Design mdc_commutator, sky130hd; sources not shown.
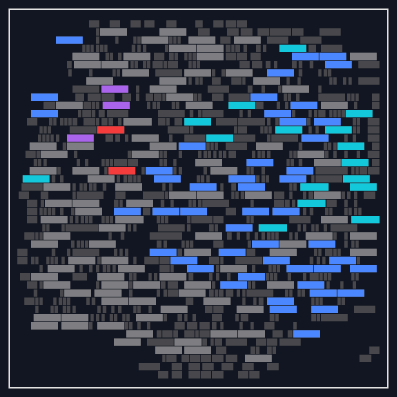
Figure 1: register map, names as in the netlist.
Drawn at 3 px/µm.
fill: shown in purple, flops 3. out_a: shown in cyan, flops 16. cnt: shown in red, flops 2. l_line: shown in blue, flops 48.
Another 99 sequential cells are not coloured.
Reg area: 0.00421 mm²
fraction of standard cell area that is sequential: 0.497
Power Sequential: 6740 µW
utilization after layout: 0.585

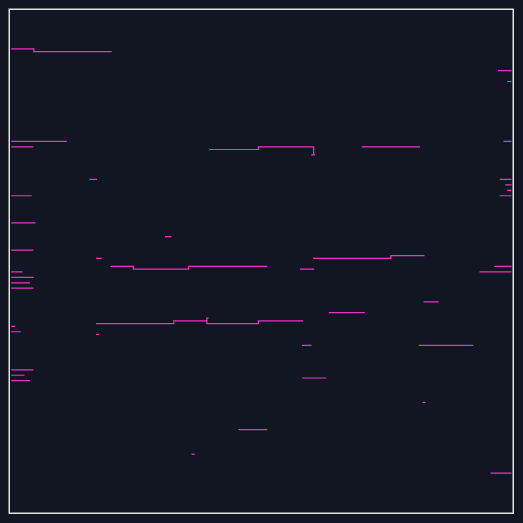
Figure 2: metal 3.
Drawn at 4 px/µm.
The longest straight run is 19.6 µm. 29 nets have wire on it. The wires run mostly horizontal. The layer holds 2.7% of the routed length.
met3 track demand over resource: 0.0404
via count of the routed design: 4661

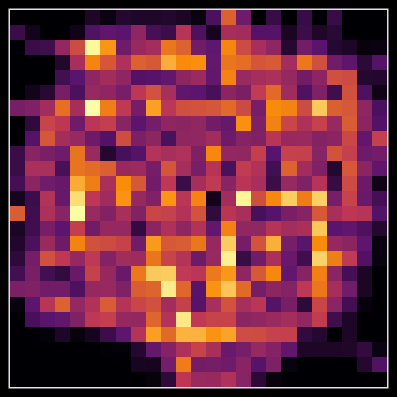
Figure 3: wire density map.
Drawn at 3 px/µm. 25 x 25 tiles, from black (low) to pale yellow (high), scaled to the fullest tile. Values are wire area over tile area, all layers added.
The densest ninth of the die: bottom centre. 12% of the tiles are nearly empty. The fullest tile reaches 0.35. The mean over all tiles is 0.12.
detail-routed net length per standard cell: 12.7 µm
overall track demand over capacity in global routing: 0.171
total wire length after detailed routing: 12600 µm

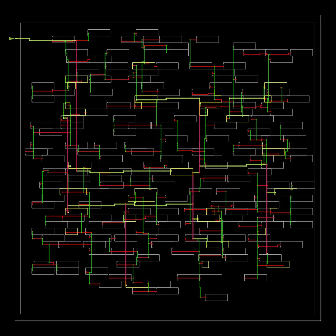
Figure 4: the clock network.
clock network power: 4860 µW
seq_cells: 168
Layout clock buffers: 19

==> impl_table.tex <==
% Generated from flow reports
\begin{tabular}{lr}
\hline
Metric & Value \\
\hline
\multicolumn{2}{l}{\textbf{Status}} \\
Outcome & finished, violations left \\
Failing checks & setup timing \\
\multicolumn{2}{l}{\textbf{STA}} \\
Worst-case setup margin in the final layout & -0.0374 ns \\
Final setup skew & 0.00685 ns \\
Final Hold Viols & 0 \\
Final count of pins violating max slew & 0 \\
Final-layout setup total negative slack & -0.301 ns \\
Final number of setup-violating endpoints & 13 \\
Final period demand of the worst path & 1.44 ns \\
Unrepaired setup endpoints after global routing & yes \\
Achievable Freq & 696 MHz \\
Crit share post-route & 1.03 \\
\multicolumn{2}{l}{\textbf{Yosys}} \\
Cell type with the highest aggregate area in the netlist & sky130\_fd\_sc\_hd\_\_dfrtp\_1 \\
Chip area from the yosys synthesis statistics & 0.00666 mm² \\
Ys flop type & sky130\_fd\_sc\_hd\_\_dfrtp\_1 \\
Flip-flops with a built-in enable & 0 \\
Netlist Area Pre-Place & 0.00666 mm² \\
Biggest area cells & sky130\_fd\_sc\_hd\_\_dfrtp\_1, sky130\_fd\_sc\_hd\_\_nand2\_1, sky130\_fd\_sc\_hd\_\_mux2i\_1 \\
Gate count of the mapped netlist & 711 \\
Distinct cell type count of the synthesized netlist & 20 \\
Count of synthesis-stage warnings from yosys & 0 \\
Cell with the most instances after synthesis & sky130\_fd\_sc\_hd\_\_nand2\_1 \\
Cell total in the yosys stat output & 711 \\
Area leader share & 0.631 \\
Per-instance average area after synthesis & $\sim$9.4 µm² \\
Portion of the post-synthesis area used by sequential elements & 0.631 \\
Synthesized Nets & 749 \\
Top cell types by occurrence after synthesis & sky130\_fd\_sc\_hd\_\_nand2\_1, sky130\_fd\_sc\_hd\_\_dfrtp\_1, sky130\_fd\_sc\_hd\_\_mux2i\_1, sky130\_fd\_sc\_hd\_\_o21ai\_0, sky130\_fd\_sc\_hd\_\_buf\_2 \\
Async set-reset flop share out of synthesis & 1.00 \\
Flip-flop and latch count after synthesis & between 150 and 200 \\
\multicolumn{2}{l}{\textbf{Setup path}} \\
Buffering stage count on the worst path with inverters included & 1 \\
Biggest fanout along the worst timing path & 2 \\
Crit-path leading delay family & flip-flops \\
Critical path data required time & 0.98 ns \\
Worst-case reg-to-reg path depth & 5 \\
Launching element type of the critical path & flip-flop \\
Kind of end point of the critical path & primary output \\
Data arrival at the endpoint of the critical path & roughly 1 ns \\
Crit path depth & 1 \\
Class of the most critical setup path & flip-flop to primary output \\
Slowest CP cell & sky130\_fd\_sc\_hd\_\_dfrtp\_2 \\
Cells along the critical path & buf\_12 \\
Reg2Reg Setup Slack & 0.14 ns \\
Delay contributed by the slowest stage of the critical path & about 0.44 ns \\
\multicolumn{2}{l}{\textbf{Routing}} \\
Drt first pass iters & 4 \\
DR DRC count & 0 \\
Count of routing violations after the opening detailed-route iteration & 325 \\
Vias per std cell & 4.73 \\
Antenna Nets Post-Route & 0 \\
\multicolumn{2}{l}{\textbf{GRT}} \\
Via count of the first global-routing pass & 4540 \\
Maximum number of pins on one net before global-route repair & 53 \\
Aggregate global routing overflow & 0 \\
Wire length of the first global-routing pass & roughly 22000 µm \\
Number of antenna violations at the first check in global routing & 0 \\
\multicolumn{2}{l}{\textbf{Floorplanning}} \\
Placeable Area & 0.0145 mm² \\
Die Y-Extent & around 130 µm \\
Placement Rows & approximately 44 \\
Count of boundary I/O pins & a little under 70 \\
Chip area & 0.0158 mm² \\
Core Density at Floorplan & 0.460 \\
Width of the chip & 126 µm \\
\multicolumn{2}{l}{\textbf{Placed design}} \\
Final HPWL DP & 8150 µm \\
Post-DP Area & 0.00764 mm² \\
Last weighted congestion value of the routability-driven placer & between 0.7 and 0.8 \\
Input/output buffers & roughly 67 \\
Total instance count after detailed placement & 938 \\
\multicolumn{2}{l}{\textbf{CTS}} \\
Clk pin slew, worst setup/hold paths & 0.06 ns \\
Clock sink count & 168 \\
Clock tree from TritonCTS & yes \\
CTS root buf & sky130\_fd\_sc\_hd\_\_clkbuf\_16 \\
Number of levels the H-tree was split into & 4 \\
Total CTS buffers & 17 \\
Buffers from clock root to sink, at most & 2 \\
Worst skew pair latency & 0.43 ns \\
\multicolumn{2}{l}{\textbf{Layout}} \\
Relative area change from synthesis to final layout & 27.2\% \\
Diodes inserted & 0 \\
Finished Layout Cells & 986 \\
Share of cells above drive strength 1 & 0.132 \\
Final layout net count & 827 \\
Area of all placed cells without fillers & 0.00847 mm² \\
\multicolumn{2}{l}{\textbf{Job}} \\
MaxCap Viol Count & 0 \\
Tally of OpenROAD warnings & 29 \\
\multicolumn{2}{l}{\textbf{Power}} \\
Power per cell area & 1790 mW/mm² \\
Leak & 0.00446 µW \\
Maximum ir drop on the vdd rail & 0.000976 V \\
\multicolumn{2}{l}{\textbf{Min path}} \\
Hold Crit Class & primary input to asynchronous set/reset pin \\
\hline
\end{tabular}
per-layer routing:
layer / vias up / wire (µm) / GRT usage
li1: 2348 / - / -
met1: 2246 / 5840 / 0.227
met2: 49 / 6150 / 0.273
met3: 18 / 337 / 0.0404
met4: 0 / 218 / 0.0745
met5: - / 0 / 0
cells by family (layout without fill, tap and decap cells):
| family | count (synthesis) | in the layout | synth area share |
|---|---|---|---|
| AND/OR/NAND/NOR | 427 | 427 | 0.242 |
| flip-flops | 168 | 168 | 0.631 |
| buffers and inverters | 42 | 133 | 0.0417 |
| AND-OR/OR-AND | 35 | 35 | 0.0269 |
| multiplexers | 33 | 33 | 0.0498 |
| adder cells (fa/ha/maj) | 3 | 3 | 0.00564 |
| XOR/XNOR | 2 | 2 | 0.00263 |
| other | 1 | 1 | 0.000563 |
layout make-up:
| cell class | instances | area [µm²] |
|---|---|---|
| clock buffer | 19 | 453 |
| inverter | 2 | 7.51 |
| timing repair buffer | 99 | 1210 |
| sequential | 168 | 4210 |
| clock inverter | 13 | 168 |
| fill | 1244 | 6010 |
| tap | 184 | 230 |
| multi-input combinational | 501 | 2190 |
through the flow:
step	setup slack (ns)	total power [µW]	hold WS, ns
after global placement	-0.310	10000	0.306
final	-0.0374	15200	0.427
after CTS	-0.0731	15300	0.423
after global routing	-0.0686	16000	0.447
after floorplan	0.192	8720	0.124
after detailed placement	-0.326	10100	0.312
report_power, final:
part | switching (µW) | internal, µW
Combinational | 1790 | 1780
Clock | 1940 | 2910
Sequential | 767 | 5970
timing repair:
action | 4_1_cts | 5_1_grt
pin swaps | 0 | 0
resized | 25 | 1
hold buffers | 1 | 0
endpoints found under the hold margin | 19 | 0
setup endpoints to repair | 33 | 32
setup buffers | 8 | 7
cell usage in the layout, fill, tap and decap left out, drive strengths merged:
cell type      Yosys  routed
nand2            423     423
xnor2              2       2
nor3               1       1
a31oi              1       1
dfrtp            168     168
mux2i             32      32
bufinv             0       3
clkbuf             5      19
inv                2       5
buf               35      65
clkinvlp           0       5
conb               1       1
a21o               1       1
nor2b              1       1
o21ai             32      32
dlygate4sd3        0       1
clkinv             0       2
clkdlybuf4s50      0      33
mux2               1       1
a21oi              1       1
and2               1       1
ha                 3       3
nor2               1       1
Power and IR drop assume default switching activity.
